File: config.mk
export PLATFORM = sky130hd
export DESIGN_NAME = control_stage_sequencer
export DESIGN_NICKNAME = d
export VERILOG_FILES = /design/src/rtl/control_seq_pkg.sv /design/src/rtl/mem_wait_timer.sv /design/src/rtl/control_stage_sequencer.sv
export SDC_FILE = /design/constraint.sdc
export NUM_CORES = 1
export LEC_CHECK = 0
export ABC_AREA = 1
export CORE_UTILIZATION = 40
export CTS_CLUSTER_SIZE = 25
export DETAILED_ROUTE_END_ITERATION = 12
export PLACE_DENSITY = 0.73
export SLEW_MARGIN = 20
export SYNTH_ARGS = -nofsm -noshare
export SYNTH_HDL_FRONTEND = slang
export SYNTH_SLANG_ARGS = --single-unit
export TNS_END_PERCENT = 5
File: constraint.sdc
create_clock -name Clock -period 3.22 [get_ports Clock]
set_input_delay 0.644 -clock Clock [delete_from_list [all_inputs] [get_ports Clock]]
set_output_delay 0.644 -clock Clock [all_outputs]
set_load 0.005 [all_outputs]
File: src/rtl/control_seq_pkg.sv
// Shared types for the control stage sequencer: stage encoding and per-stage enable masks.
package control_seq_pkg;

    localparam int NUM_STAGES = 5;

    typedef enum logic [2:0] {
        FETCH     = 3'd0,
        DECODE    = 3'd1,
        EXECUTE   = 3'd2,
        MEMORY    = 3'd3,
        WRITEBACK = 3'd4
    } stage_t;

    // Datapath enables; ram_wr is active high here and inverted at the port.
    typedef struct packed {
        logic ir;
        logic pc;
        logic rom1;
        logic ra;
        logic rb;
        logic rz;
        logic rm;
        logic ram_wr;
        logic ry;
        logic rf;
    } en_t;

    localparam en_t MASK_FETCH  = '{ir: 1'b1, pc: 1'b1, rom1: 1'b1, default: 1'b0};
    localparam en_t MASK_DECODE = '{ra: 1'b1, rb: 1'b1, default: 1'b0};
    localparam en_t MASK_EXEC   = '{rz: 1'b1, default: 1'b0};
    localparam en_t MASK_WB     = '{ry: 1'b1, default: 1'b0};

    // Unconditional enables of a stage; data-dependent ones are overlaid by the top.
    function automatic en_t stage_mask(input stage_t s);
        case (s)
            FETCH:     stage_mask = MASK_FETCH;
            DECODE:    stage_mask = MASK_DECODE;
            EXECUTE:   stage_mask = MASK_EXEC;
            WRITEBACK: stage_mask = MASK_WB;
            default:   stage_mask = '0;
        endcase
    endfunction

endpackage

File: src/rtl/mem_wait_timer.sv
// Counts consecutive not-ready MEMORY cycles; hit flags the last allowed one.
module mem_wait_timer #(
    parameter int MAX = 8
) (
    input  logic clk,
    input  logic rst_n,
    input  logic inc,
    input  logic clr,
    output logic hit
);
    localparam int CW = (MAX > 1) ? $clog2(MAX) : 1;

    logic [CW-1:0] cnt;

    assign hit = inc && (cnt == CW'(MAX - 1));

    always_ff @(posedge clk or negedge rst_n) begin
        if (!rst_n)
            cnt <= '0;
        else if (clr || hit)
            cnt <= '0;
        else if (inc)
            cnt <= cnt + 1'b1;
    end
endmodule

File: src/rtl/control_stage_sequencer.sv
// Multi-cycle FETCH..WRITEBACK sequencer with stall, memory handshake, NOP skip and retire counter.
// Optional memory-wait timeout is built when MEM_TIMEOUT_EN is defined.
module control_stage_sequencer
    import control_seq_pkg::*;
#(
    parameter int SKIP_NOP    = 1,
    parameter int INSTR_CNT_W = 16,
    parameter int MEM_TIMEOUT = 8
) (
    input  logic                   Clock,
    input  logic                   Reset_L,
    input  logic                   Stall,
    input  logic                   NOP_FLAG,
    input  logic                   WillWriteTo_Memory_H_RF_L,
    input  logic                   Mem_Ready,
    output logic [2:0]             Stage,
    output logic                   IR_Enable,
    output logic                   PC_Enable,
    output logic                   ROM1_Read,
    output logic                   RA_Enable,
    output logic                   RB_Enable,
    output logic                   RZ_Enable,
    output logic                   RM_Enable,
    output logic                   RAM1_Write_L,
    output logic                   RY_Enable,
    output logic                   RF_WRITE,
    output logic                   Instr_Done,
    output logic [INSTR_CNT_W-1:0] Instr_Count,
    output logic                   Mem_Timeout
);

    stage_t state_q, state_d;
    logic   nop_q, nop_d;
    logic   retire;
    logic   timeout_hit;
    logic   timed_out;
    en_t    en;

`ifdef MEM_TIMEOUT_EN
    logic to_q, to_d;

    mem_wait_timer #(.MAX(MEM_TIMEOUT)) u_timer (
        .clk   (Clock),
        .rst_n (Reset_L),
        .inc   (state_q == MEMORY && !Stall && !Mem_Ready),
        .clr   (state_q != MEMORY),
        .hit   (timeout_hit)
    );

    // Remember that this WRITEBACK was entered by timeout, across any stalls in it.
    assign to_d = (state_d == WRITEBACK) && ((state_q == WRITEBACK) ? to_q : timeout_hit);

    always_ff @(posedge Clock or negedge Reset_L) begin
        if (!Reset_L) to_q <= 1'b0;
        else          to_q <= to_d;
    end

    assign timed_out   = to_q && (state_q == WRITEBACK);
    assign Mem_Timeout = timed_out;
`else
    assign timeout_hit = 1'b0;
    assign timed_out   = 1'b0;
    assign Mem_Timeout = 1'b0;
`endif

    always_comb begin
        state_d = state_q;
        nop_d   = nop_q;
        retire  = 1'b0;
        if (!Stall) begin
            case (state_q)
                FETCH: begin
                    state_d = DECODE;
                    nop_d   = 1'b0;
                end
                DECODE: begin
                    if (NOP_FLAG && SKIP_NOP != 0) begin
                        state_d = FETCH;
                        retire  = 1'b1;
                    end else begin
                        state_d = EXECUTE;
                        nop_d   = NOP_FLAG;
                    end
                end
                EXECUTE: state_d = MEMORY;
                MEMORY: begin
                    if (Mem_Ready || timeout_hit)
                        state_d = WRITEBACK;
                end
                WRITEBACK: begin
                    state_d = FETCH;
                    retire  = 1'b1;
                end
                default: state_d = FETCH;
            endcase
        end
    end

    always_ff @(posedge Clock or negedge Reset_L) begin
        if (!Reset_L) begin
            state_q     <= FETCH;
            nop_q       <= 1'b0;
            Instr_Done  <= 1'b0;
            Instr_Count <= '0;
        end else begin
            state_q    <= state_d;
            nop_q      <= nop_d;
            Instr_Done <= retire;
            if (retire && Instr_Count != '1)
                Instr_Count <= Instr_Count + 1'b1;
        end
    end

    // Enables are gated by Reset_L so an asserted reset silences the datapath before any edge.
    always_comb begin
        en = '0;
        if (Reset_L && !Stall) begin
            en = stage_mask(state_q);
            case (state_q)
                EXECUTE: en.rz = !nop_q;
                MEMORY: begin
                    en.ram_wr = WillWriteTo_Memory_H_RF_L && !nop_q;
                    en.rm     = Mem_Ready && !nop_q;
                end
                WRITEBACK: begin
                    en.ry = !nop_q && !timed_out;
                    en.rf = !WillWriteTo_Memory_H_RF_L && !nop_q && !timed_out;
                end
                default: ;
            endcase
        end
    end

    assign Stage        = state_q;
    assign IR_Enable    = en.ir;
    assign PC_Enable    = en.pc;
    assign ROM1_Read    = en.rom1;
    assign RA_Enable    = en.ra;
    assign RB_Enable    = en.rb;
    assign RZ_Enable    = en.rz;
    assign RM_Enable    = en.rm;
    assign RAM1_Write_L = !en.ram_wr;
    assign RY_Enable    = en.ry;
    assign RF_WRITE     = en.rf;

endmodule
gate_families.png
Drawn at 8 px/um.
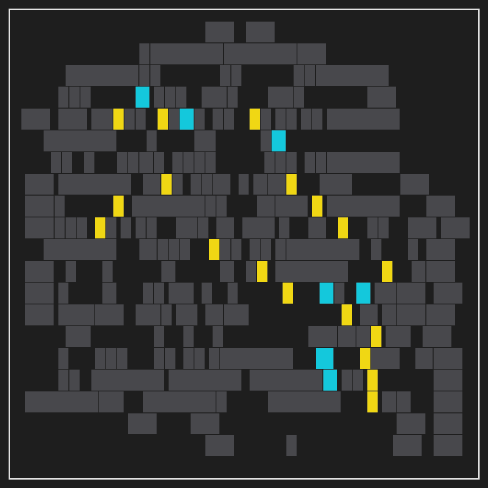
yellow -> inverters  # cells 18, most used inv_1
cyan -> inverting AOI/OAI gates  # cells 7, most used o21ai_0
most common logic cell in the routed design: nand2_1
Non-Filler Instances: 262
logic share of the area: 39.7%

drive_strength.png
Drawn at 8 px/um.
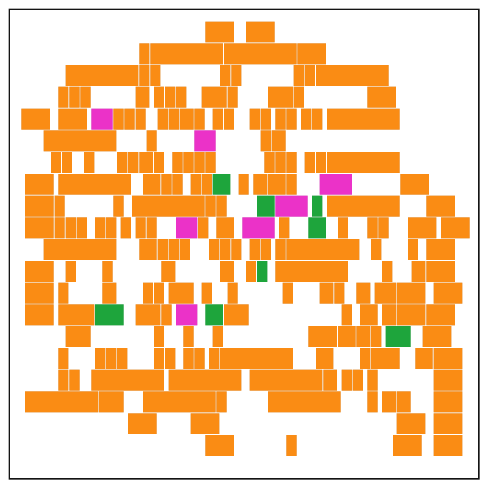
green -> drive 2  # cells 8, share 3.7%
magenta -> drive 3 to 4  # cells 7, share 3.2%
orange -> drive 1 or less  # cells 203, share 93%

met3.png
Drawn at 4 px/um.
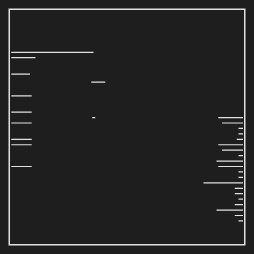
longest straight run = 20.2 um
share of all routed wire = 4.8%
wire length on this layer = 127 um

met2.png
Drawn at 4 px/um.
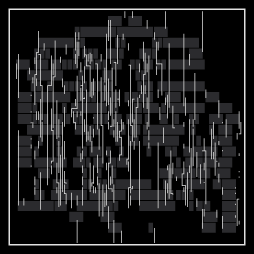
share of all routed wire = 44%
longest straight run = 24.8 um
routed wire length: 2630 um
vias after detailed routing: 1182
met2 Use GR: 27.1%

==> results.yml <==
# flow metrics
worst_setup_path:
  path_buffers: 2
  crit_path_end_kind: "output pin"
  path_cells: "clkdlybuf4s50_1 -> nand2_1 -> or3b_2 -> clkdlybuf4s50_1"
  required_ns: 2.58
  worstSetupStartpoint: "Reset_L"
  path_max_fanout: 7
  r2r_setup_slack_ns: 1.42
  cpPeakStageDelay_ns: 0.52
  crit_end: "RAM1_Write_L"
  arrival_ns: 2.26
  reg2reg_to: "Instr_Count[9]"
  crit_cells: 4
  cp-start-kind: "input pin"
  crit_slowest_cell: "clkdlybuf4s50_1"
  crit_top_cell: "clkdlybuf4s50_1"
  regToRegStartpoint: "Instr_Count[1]"
  cp_top_family: "buffers and inverters"
  worst-r2r-cell-count: 8
  critPathKind: "input pin to output pin"
grt:
  grt_use_met3_pct: 1.98
  grt_antenna_before_repair: 0
  busiest_layer: "met2"
  met1_usage_pct: 22.8
  grt_start_max_net_pins: 21
  grt_pass1_wl_um: 4400
  grt_usage_pct: 16.6
  grt_overflow: 0
route:
  drtIter0Drc: 53
  drtPass1Iterations: 6
  antenna_left: 0
  dr_wl_met2_um: 1160
  drc: 0
  route.met3.wl_um: 126
  dr.max_layer_used: "met4"
  drt-wirelength-per-cell_um: 10.0
  routedLengthMet1_um: 1330
  viasPerCell: 4.51
synthesis:
  ys_warn_count: 0
  aoi_share_pct: 2.84
  edf_count: 0
  synth_seq_share_pct: 39.2
  synth.area.mux_share_pct: 0
  ys_chip_area_um2: 1280
  yosys_most_used_dff: "dfrtp_1"
  yosys_cells: 185
  top_cell_area_share_pct: 39.2
  common_cells: "nand2_1 (80), dfrtp_1 (20), nor2_1 (18)"
  xor_share_pct: 4.80
  fp_nets: 192
  yosys.area.top_type: "dfrtp_1"
  syn_inst: 185
  synth_async_sr_flop_share_pct: 100
  mappedNetlistArea_um2: 1280
  synth.logic.top_family: "simple AND/OR/NAND/NOR gates"
  synth-seq-cells: 20
  adder_share_pct: 0.979
  most_common_cell: "nand2_1"
  synthTopCellsByArea: "dfrtp_1 (39%), nand2_1 (24%), nor2_1 (5.3%)"
  synth_cell_types: 25
  simple_gate_share_pct: 42.8
  avgSynthCellArea_um2: 6.91
power:
  pg_clk_uw: 115
  top_power_group: "sequential cells"
  p_int_uw: 484
  p_seq_share_pct: 46.3
  comb_power_share_pct: 38.4
  clockPowerShare_pct: 15.3
  ir_drop_uv: 347
  total_power_uw: 753
  seq_power_uw: 349
  pg_comb_uw: 289
  p_leak_uw: 0.000758
  power_density_nw_per_um2: 453
  swShare_pct: 35.8
  power_switching_uw: 269
final_layout:
  sh_seq_area_pct: 30.1
  top_register: "Instr_Count"
  final_nets: 227
  buffer_area_share_pct: 21.5
  logic_area_um2: 661
  largest_reg_flops: 16
  inv_count: 18
  diodes: 0
  layout_top_cells: "nand2_1 (80), clkdlybuf4s50_1 (35), dfrtp_1 (20), nor2_1 (18), inv_1 (16)"
  drive_gt1_share_pct: 6.88
  num-fill-cells: 331
  flops: 20
  ff_latch_area_um2: 500
  fin_util_pct: 54.5
  clkbuf_count: 3
  area_growth_pct: 30.3
  clk_share_pct: 1.35
  largest_cell_class: "multi-input combinational cells"
  design_area_um2: 1660
  signal_buffers: 36
  comb_cells: 141
run:
  log.warning_count: 26
  maxCapViolCount: 0
timing:
  setup_violations: 0
  fin_skew_ns: 0.00898
  holdWs_ns: 0.570
  slew_viol_final: 0
  post-route-period-util_pct: 90.2
  hold_violations: 0
  fin_tns_setup_ns: 0
  grt_setup_unrepaired: "false"
  maxSlewHeadroom_pct: 58.2
  fmax_mhz: 344
  fin_ws_ns: 0.315
  tightest_slew_ns: 0.627
place:
  io_buffers: 35
  dp_hpwl_um: 1970
  place_inst: 259
  placed_cell_area_um2: 1640
  dp_worst_setup_slack_ns: 0.288
  place_congestion: 0.816
clock_tree:
  cts_htree_levels: 1
  cts-root-buf: "clkbuf_4"
  cts_buffers: 3
  clk_path_buf_depth: 2
  clkLatencyLatePin_ns: 0.29
  cts_tree: "done"
  clk_pin_slew_ns: 0.10
  post_cts_resized: 0
  cts_setup_buffers: 0
  ctsHoldBuffers: 0
  clock_sinks: 20
run_status:
  status: "complete, no violations"
min_path:
  min_path_type: "flip-flop to flip-flop"
  hold_path_depth: 2
  hold_path_startpoint: "Instr_Count[0]"
  hold_end: "Instr_Count[0]"
floorplanning:
  nWellTaps: 44
  initCoreUtil_pct: 41.8
  rows: 20
  fp.dieH_um: 58.5
  die_area_um2: 3420
  io_pins: 37
  die_w_um: 58.5
No activity file was given, so power comes from the tool's default toggle rates.
